Figure 1. Gate-type map.
(4 px per um)
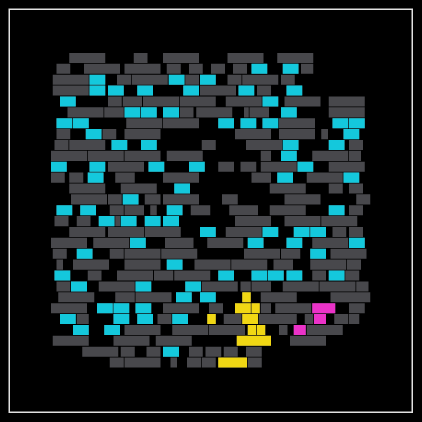
Figure 2. Close-up of the layout.
Window x 35 to 65, y 55 to 85 um. Cells in grey, sequential cells in the stronger grey; small squares are vias.
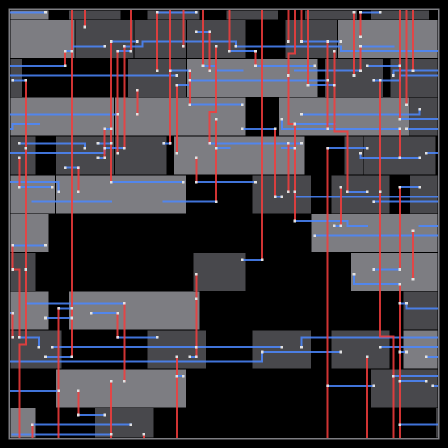
Figure 3. Congestion heat map.
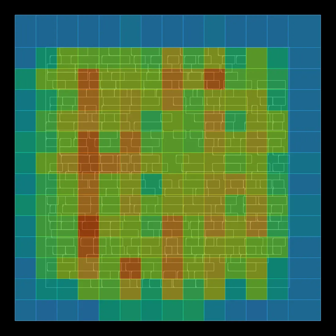
Figure 4. Signal wires on met1.
(4 px per um) Supply wires on this layer in grey.
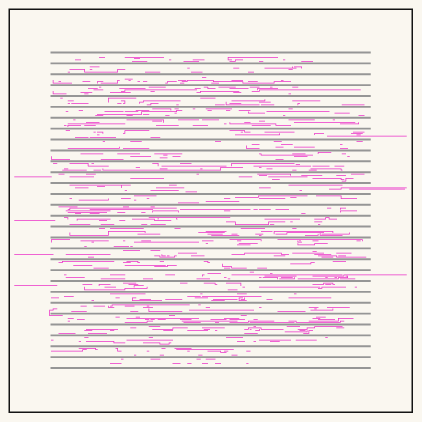
Figure 5. Wiring by layer.
(4 px per um) Two of the layers only.
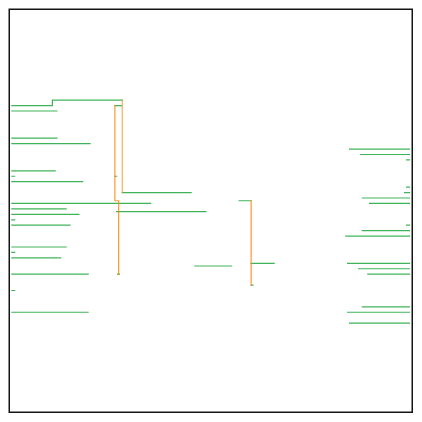
**src/rtl/bsg_pipe_dff_pkg.sv**
```systemverilog
// Shared helpers for the bsg_pipe_dff pipeline register chain.
// The per-stage state struct is declared in bsg_pipe_dff_stage, where width_p is known.
package bsg_pipe_dff_pkg;

    localparam int unsigned width_default_gp = 27;
    localparam int unsigned depth_default_gp = 3;

    // Bits needed to hold an occupancy of 0..depth inclusive.
    function automatic int unsigned count_width(input int unsigned depth);
        return $clog2(depth + 1);
    endfunction

endpackage

```
**src/rtl/bsg_pipe_dff_if.sv**
```systemverilog
// Valid/ready/yumi handshake bundle for bsg_pipe_dff; slave is the pipeline side.
interface bsg_pipe_dff_if #(
    parameter int width_p = 27,
    parameter int depth_p = 3
);
    localparam int count_w_lp = bsg_pipe_dff_pkg::count_width(depth_p);

    logic                  v_i;
    logic [width_p-1:0]    data_i;
    logic                  ready_o;
    logic                  v_o;
    logic [width_p-1:0]    data_o;
    logic                  yumi_i;
    logic [count_w_lp-1:0] count_o;

    modport slave (
        input  v_i, data_i, yumi_i,
        output ready_o, v_o, data_o, count_o
    );

    modport master (
        output v_i, data_i, yumi_i,
        input  ready_o, v_o, data_o, count_o
    );
endinterface

```
**src/rtl/bsg_pipe_dff_chk.sv**
```systemverilog
// Protocol and occupancy checks for bsg_pipe_dff (simulation-only behaviour).
module bsg_pipe_dff_chk #(
    parameter int depth_p   = 3,
    parameter int count_w_p = 2
) (
    input logic                 clk_i,
    input logic                 reset_n_i,
    input logic                 yumi_i,
    input logic                 v_o,
    input logic [depth_p-1:0]   v_vec_i,
    input logic [count_w_p-1:0] count_i
);
    a_yumi_needs_valid: assert property (
        @(posedge clk_i) disable iff (!reset_n_i) yumi_i |-> v_o
    );

    a_count_is_popcount: assert property (
        @(posedge clk_i) disable iff (!reset_n_i) $countones(v_vec_i) == int'(count_i)
    );
endmodule

```
**src/rtl/bsg_pipe_dff_stage.sv**
```systemverilog
// One pipeline stage: valid bit plus data register with bubble-collapsing advance.
// Optional flush input exists only when BSG_PIPE_DFF_FLUSH_EN is defined.
module bsg_pipe_dff_stage #(
    parameter int width_p = 27
) (
    input  logic               clk_i,
    input  logic               reset_n_i,
`ifdef BSG_PIPE_DFF_FLUSH_EN
    input  logic               flush_i,
`endif
    input  logic               up_v_i,
    input  logic [width_p-1:0] up_data_i,
    input  logic               down_adv_i,
    output logic               adv_o,
    output logic               v_o,
    output logic [width_p-1:0] data_o
);
    typedef struct packed {
        logic               v;
        logic [width_p-1:0] data;
    } stage_t;

    stage_t state_q;
    stage_t state_d;

    // An empty stage always advances, so bubbles collapse under a stalled tail.
    assign adv_o  = ~state_q.v | down_adv_i;
    assign v_o    = state_q.v;
    assign data_o = state_q.data;

    // Next-state: load from upstream on advance; data only moves with a valid item.
    always_comb begin
        state_d = state_q;
`ifdef BSG_PIPE_DFF_FLUSH_EN
        if (flush_i) begin
            state_d.v = 1'b0;
        end else
`endif
        if (adv_o) begin
            state_d.v = up_v_i;
            if (up_v_i) begin
                state_d.data = up_data_i;
            end else begin
                state_d.data = state_q.data;
            end
        end else begin
            state_d = state_q;
        end
    end

    // Stage register with asynchronous clear.
    always_ff @(posedge clk_i or negedge reset_n_i) begin
        if (!reset_n_i) begin
            state_q <= '0;
        end else begin
            state_q <= state_d;
        end
    end
endmodule

```
**src/rtl/bsg_pipe_dff.sv**
```systemverilog
// Bubble-collapsing chain of depth_p register stages with occupancy counter.
// Define BSG_PIPE_DFF_FLUSH_EN to add the synchronous flush_i input.
module bsg_pipe_dff
    import bsg_pipe_dff_pkg::*;
#(
    parameter int width_p  = 27,
    parameter int depth_p  = 3,
    parameter int harden_p = 0
) (
    input  logic clk_i,
    input  logic reset_n_i,
`ifdef BSG_PIPE_DFF_FLUSH_EN
    input  logic flush_i,
`endif
    bsg_pipe_dff_if.slave io
);
    localparam int count_w_lp = count_width(depth_p);

    logic [depth_p-1:0]    v_s;
    logic [width_p-1:0]    data_s [depth_p];
    logic [depth_p:0]      adv_s;
    logic                  enq_s;
    logic                  deq_s;
    logic [count_w_lp-1:0] count_q;
    logic [count_w_lp-1:0] count_d;

    // Hardened mapping has no functional effect; both branches are the same chain.
    if (harden_p != 0) begin : g_hard_map
    end else begin : g_soft_map
    end

    assign adv_s[depth_p] = io.yumi_i;

    for (genvar k = 0; k < depth_p; k++) begin : g_stage
        logic               up_v_s;
        logic [width_p-1:0] up_data_s;

        if (k == 0) begin : g_head
            assign up_v_s    = io.v_i;
            assign up_data_s = io.data_i;
        end else begin : g_body
            assign up_v_s    = v_s[k-1];
            assign up_data_s = data_s[k-1];
        end

        bsg_pipe_dff_stage #(
            .width_p    (width_p)
        ) u_stage (
            .clk_i      (clk_i),
            .reset_n_i  (reset_n_i),
`ifdef BSG_PIPE_DFF_FLUSH_EN
            .flush_i    (flush_i),
`endif
            .up_v_i     (up_v_s),
            .up_data_i  (up_data_s),
            .down_adv_i (adv_s[k+1]),
            .adv_o      (adv_s[k]),
            .v_o        (v_s[k]),
            .data_o     (data_s[k])
        );
    end

`ifdef BSG_PIPE_DFF_FLUSH_EN
    assign io.ready_o = adv_s[0] & ~flush_i;
`else
    assign io.ready_o = adv_s[0];
`endif

    assign enq_s      = io.v_i & io.ready_o;
    assign deq_s      = io.yumi_i & v_s[depth_p-1];
    assign io.v_o     = v_s[depth_p-1];
    assign io.data_o  = data_s[depth_p-1];
    assign io.count_o = count_q;

    // Occupancy: +1 on enqueue only, -1 on dequeue only, flush empties it.
    always_comb begin
        count_d = count_q;
`ifdef BSG_PIPE_DFF_FLUSH_EN
        if (flush_i) begin
            count_d = '0;
        end else
`endif
        begin
            case ({enq_s, deq_s})
                2'b10:   count_d = count_q + count_w_lp'(1);
                2'b01:   count_d = count_q - count_w_lp'(1);
                default: count_d = count_q;
            endcase
        end
    end

    // Occupancy register with asynchronous clear.
    always_ff @(posedge clk_i or negedge reset_n_i) begin
        if (!reset_n_i) begin
            count_q <= '0;
        end else begin
            count_q <= count_d;
        end
    end

    bsg_pipe_dff_chk #(
        .depth_p   (depth_p),
        .count_w_p (count_w_lp)
    ) u_chk (
        .clk_i     (clk_i),
        .reset_n_i (reset_n_i),
        .yumi_i    (io.yumi_i),
        .v_o       (v_s[depth_p-1]),
        .v_vec_i   (v_s),
        .count_i   (count_q)
    );
endmodule

```
**src/flat_wrapper.sv**
```systemverilog
// flat-port wrapper written by rule: the top's interface ports become plain ports
module bsg_pipe_dff_flat import bsg_pipe_dff_pkg::*;
#(
    parameter int width_p  = 27,
    parameter int depth_p  = 3,
    parameter int harden_p = 0
)
  (clk_i, reset_n_i, io_v_i, io_data_i, io_yumi_i, io_ready_o, io_v_o, io_data_o, io_count_o);
  bsg_pipe_dff_if #(.width_p(width_p), .depth_p(depth_p)) io_i ();
  input  logic clk_i;
  input  logic reset_n_i;
  input wire logic [$bits(io_i.v_i)-1:0] io_v_i;
  input wire logic [$bits(io_i.data_i)-1:0] io_data_i;
  input wire logic [$bits(io_i.yumi_i)-1:0] io_yumi_i;
  output wire logic [$bits(io_i.ready_o)-1:0] io_ready_o;
  output wire logic [$bits(io_i.v_o)-1:0] io_v_o;
  output wire logic [$bits(io_i.data_o)-1:0] io_data_o;
  output wire logic [$bits(io_i.count_o)-1:0] io_count_o;
  assign io_i.v_i = io_v_i;
  assign io_i.data_i = io_data_i;
  assign io_i.yumi_i = io_yumi_i;
  assign io_ready_o = io_i.ready_o;
  assign io_v_o = io_i.v_o;
  assign io_data_o = io_i.data_o;
  assign io_count_o = io_i.count_o;
  bsg_pipe_dff #(.width_p(width_p), .depth_p(depth_p), .harden_p(harden_p)) u_core (.clk_i(clk_i), .reset_n_i(reset_n_i), .io(io_i));
endmodule
```
**config.mk**
```make
export PLATFORM = sky130hd
export DESIGN_NAME = bsg_pipe_dff_flat
export DESIGN_NICKNAME = d
export VERILOG_FILES = /design/src/rtl/bsg_pipe_dff_pkg.sv /design/src/rtl/bsg_pipe_dff_if.sv /design/src/rtl/bsg_pipe_dff_chk.sv /design/src/rtl/bsg_pipe_dff_stage.sv /design/src/rtl/bsg_pipe_dff.sv /design/src/flat_wrapper.sv
export SDC_FILE = /design/constraint.sdc
export NUM_CORES = 1
export LEC_CHECK = 0
export ABC_CLOCK_PERIOD_IN_PS = 1800
export CAP_MARGIN = 10
export CORE_MARGIN = 10
export CORE_UTILIZATION = 51
export DETAILED_ROUTE_END_ITERATION = 8
export GPL_TIMING_DRIVEN = 0
export PLACE_DENSITY = 0.82
export SLEW_MARGIN = 25
export SYNTH_ARGS = -nofsm -noshare
export SYNTH_HDL_FRONTEND = slang
export SYNTH_SLANG_ARGS = --single-unit
```
**constraint.sdc**
```tcl
create_clock -name clk_i -period 1.8 [get_ports clk_i]
set_input_delay 0.54 -clock clk_i [delete_from_list [all_inputs] [get_ports clk_i]]
set_output_delay 0.54 -clock clk_i [all_outputs]
set_load 0.05 [all_outputs]
```
==> run summary <==
Summary of the current implementation state.

- The number of clock-tree buffers in the layout is 14, for reference.
- The remaining antenna violation count after routing is 0, for reference.
- The maximum fanout encountered on the critical timing path is 2, for reference.
- After synthesis the netlist holds a flip-flop and latch count of 86.
- The main logic family after synthesis is multiplexers, for reference.
- For this design the top-level I/O count stands at 62.
- In the setup report, the worst path falls into the class reg2out.
- Dividing the synthesized area by the synthesized cell count gives 17.5 um2.
- The tightest hold path in the finished design has a slack of 0.181 ns.
- After routing, the total negative slack on setup checks comes to 0 ns.
- The largest net degree at the start of global routing is 47, for reference.
- The buffer type at the clock tree root is clkbuf_8, for reference.
- Per the detail_route report, DRC violations left total 0.
- Per the finish-stage timing summary, setup violations number 0.
- The floorplan net count is 220, for reference.
- Looking at the gate-level netlist, the highest instance count belongs to dfrtp_1.
- The share of Yosys cell area claimed by the top area cell type is 65.3%, for reference.
- The leakage power total is 0.00182 uW, for reference.
- The async set-or-reset flop fraction in the synthesized netlist is 100%, for reference.
- The number of I/O port buffers is 61, for reference.
- The tightest min-delay check is of the in2async type.
- The warning total across the stage logs is 27, for reference.
- Once iteration 0 of detailed routing completed, the report listed 28 DRC markers.
- The main flop type is dfrtp_1, for reference.
- For reference, the mux area share after synthesis is 27.7%.
- Per STA, the worst path is made up of dlygate4sd2_1.
- The synthesis-to-finish area growth is 28.3%, for reference.
- The count of antenna diodes in the layout is 0, for reference.
- The cell count after synthesis is 188, for reference.
- Per the synthesis report, the adder-cell share of the synthesized area is 0.380%.
- The minimum period implied by the final worst setup slack is 1.75 ns, for reference.
- The complex-gate fraction of the synthesized area is 0%, for reference.
- Per report_power, the combinational group accounts for 36.2% of the total.
- Broken down by cell family, the worst path's largest delay share belongs to buffers and inverters.
- The worst ir drop on vdd is 0.000890 V, for reference.
- The die is 100 um wide.
- The number of enable flip-flop cells is 0, for reference.
- The OpenROAD report gives the critical path a required time of 1.26 ns.
- Per the layout report, the design carries 476 filler cells.
- The share of post-route cells with drive strength above 1 is 41.6%, for reference.
- The number of distinct library cells after synthesis is 16, for reference.
- The achievable clock frequency is 573 MHz, for reference.
- The switching part of the total is 36.9%, for reference.
- The number of multi-input combinational cells in the layout is 96, for reference.
- The final weighted congestion in routability-driven placement is 0.657, for reference.
- The number of non-clock inverters is 0, for reference.
- Counting the buffers created by CTS gives 9.
- For this run, the slowest stage of the critical path takes 0.53 ns.
- The layout report gives the register share of total cell area as 50.9%.
- The via count of the first global-routing pass is 1962, for reference.
- The met3 wire length is 465 um, for reference.
- The slew at the pin closest to its max-slew limit is 0.533 ns, for reference.
- The total overflow reported by the global router is 0, for reference.
- Wire segments on met2 add up to 2.83 mm in the final route.
- On the critical path the data arrives at 1.21 ns.
- The final clock skew is 0.00524 ns, for reference.
- The completed layout was analyzed and its total power is 6230 uW.
- The number of optimization iterations in the first detailed-route pass is 4, for reference.
- The total of max-cap violations is 0, for reference.
- The internal power of the cells is 3930 uW, for reference.
- No sink is reached through more buffers than the 2 on the longest clock path.
- The cell-mix breakdown from Yosys lists the XOR/XNOR area share as 0.797%.
- The final worst setup slack is 0.0539 ns, for reference.
- The leading area contributor after synthesis is dfrtp_1, for reference.
- The detailed placer reported the number of placed instances as 327.
- The largest individual stage delay along the critical path comes from the cell dlygate4sd2_1.
- The sequential area share after synthesis is 65.3%, for reference.
- The share of power burned in registers is 43.9%, for reference.
- The worst setup path is launched from a flip-flop.
- Once placement finished, the instance area stood at 0.00405 mm2.
- For reference, the top cells by count after synthesis are dfrtp_1, mux2_2, mux2_1.
- At the later pin of the worst-skew pair, clock insertion delay measures 0.33 ns.
- For this design, the sink count on the clock tree is 86.
- The total die size is 0.0101 mm2, for reference.
- After layout, the buffer instance count without clock buffers stands at 69.
- The net switching power is 2300 uW, for reference.
- Yosys stat counts 188 cells in the synthesized netlist.
- The initial antenna violation count is 0, for reference.
- Of the available clock period, the critical path in the final layout requires 97.0%.
- The timing report gives the clock slew at the launch and capture registers of the worst setup and hold paths as 0.07 ns.
- The total number of H-tree levels is 3, for reference.
- The run finished with clean final reports.
- The cell area after layout is 0.00423 mm2, for reference.
- In this run the top signal layer used is met4.
- The relative area of clock buffers and inverters in the final design is 4.44%, for reference.
- According to the floorplan report, the die height is 100 um.
- In the floorplan report the effective utilization is 52.2%.
- The cell-mix breakdown from Yosys lists the simple-gate area share as 3.26%.
- The main area contributors are dfrtp_1, mux2_2, mux2_1.
- Measured against its own limit, the worst slew margin works out to 64.5%.
- After detailed routing, the number of vias per cell comes to 5.06.
- The post-synthesis instance area is 0.00330 mm2, for reference.
- The report lists the number of standard-cell rows as 29.
- Among all cell classes, the greatest summed area belongs to registers.
- The fraction of area in non-clock buffers is 16.8%, for reference.
- The number of warning messages in the yosys log is 0, for reference.
- The report lists the power per cell area as 1470 mW/mm2.
- The layout net count is 294, for reference.
- The share of total power in the clock network is 19.9%, for reference.
- The count of endpoints failing hold in the final timing report is 0, for reference.
- Across the placement rows, the number of tap cells is 77.
- The area of the core region is 0.00631 mm2, for reference.
- The sequential cell count is 86, for reference.
- The post-placement setup slack is -0.808 ns, for reference.
- Setup repair after global routing left no endpoint under its margin.
- The critical path buffer and inverter count is 1, for reference.
- The sum of routed wire segments on met1 is 2.38 mm, for reference.
- The multi-input combinational cells in the finished layout cover a total of 0.00108 mm2.
- The critical path capture point type is a primary output, for reference.
- Per the final report, max-transition violations number 0.
- The detailed-placement wirelength estimate is 4.20 mm, for reference.
- The clock tree from TritonCTS is built, for reference.
- The yosys stat chip area is 0.00330 mm2, for reference.
- The first global-routing pass estimated 9.65 mm of wire.
- The area taken by flip-flops and latches is 0.00215 mm2, for reference.
About Figure 1:
legend:
  cyan:
    family: multiplexers
    cells: 81
  yellow:
    family: NAND gates
    cells: 9
    where: bottom middle
  magenta:
    family: XOR/XNOR gates
    cells: 3
commonest non-fill, non-tap cell in the layout: dfrtp_1
fraction of area in multi-input gates: 25.6%
final standard cell count with taps included and fillers excluded: 344

About Figure 2:
legend:
  red:
    layer: met2
  blue:
    layer: met1
most frequent: dfrtp_1 (11), mux2_2 (9), clkdlybuf4s15_1 (4)
sequential cells in the window: 11
cells with their middle in the window: 32
netlist names of flops here include: u_core.g_stage.u_stage.data_o (11)

About Figure 3:
wire length per cell after detailed routing: 16.7 um
global-route usage over all layers: 12.2%
global routing met3 resource utilization: 5.29%
final core area utilization: 67.0%
met2 track demand over resource: 19.5%

About Figure 4:
share of all routed wire: 41%
longest straight run: 29.4 um
Detailed Route WL: 5.76 mm
via total after detailed routing: 1740
met1 layer usage reported by global route: 13.8%

About Figure 5:
legend:
  green:
    layer: met3
    wire_length: 466 um
  orange:
    layer: met4
    wire_length: 87.3 um

layout by cell type, fill, tap and decap left out, types with 2 or more instances in the layout:
cell              n
clkdlybuf4s15_1  20
buf_4             2
clkdlybuf4s15_2   2
buf_12            2
dlygate4sd2_1     4
mux2_1            9
clkinvlp_4        2
buf_6             5
mux2_2           72
nand2b_1          4
clkdlybuf4s50_1  28
clkbuf_1          2
dfrtp_1          85
clkbuf_2          4
clkbuf_8         12
what timing repair did:
item | 4_1_cts | 5_1_grt
setup buffers | 0 | 1
hold buffers | 0 | 0
setup endpoints to repair | 31 | 43
gates resized | 46 | 24
power by group through the flow:
stage	Clock [uW]	Combinational, uW	Sequential [uW]
after floorplan	0	661	3700
after global placement	0	2410	2760
after detailed placement	0	2450	2790
after CTS	1280	2280	2740
after global routing	1350	2380	2820
final	1240	2250	2740
routing by layer:
metal / GRT usage [%] / up-vias
met5: 0 / -
met4: 5.54 / 0
met3: 5.29 / 9
met2: 19.5 / 45
met1: 13.8 / 871
li1: - / 815
registers in the layout, indices dropped and copies added (netlist names):
register	cells
u_core.g_stage.u_stage.data_o	81
u_core.g_stage.u_stage.v_o	3
u_core.io.count_o	2
final timing paths:
kind / from / slack (ns) / endpoint / cells after the start
max: u_core.g_stage[2].u_stage.data_o[8] / 0.05 / io_data_o[8] / 1
min: reset_n_i / 0.18 / u_core.io.count_o[1] / 1
max reg2reg: u_core.g_stage[0].u_stage.v_o / 0.18 / u_core.io.count_o[1] / 8
min reg2reg: u_core.io.count_o[1] / 0.47 / u_core.io.count_o[1] / 1
max in group asynchronous: reset_n_i / 1.03 / u_core.g_stage[2].u_stage.v_o / 2
min in group clk_i: u_core.io.count_o[1] / 0.47 / u_core.io.count_o[1] / 1
Power is estimated from default activity; no workload was simulated.
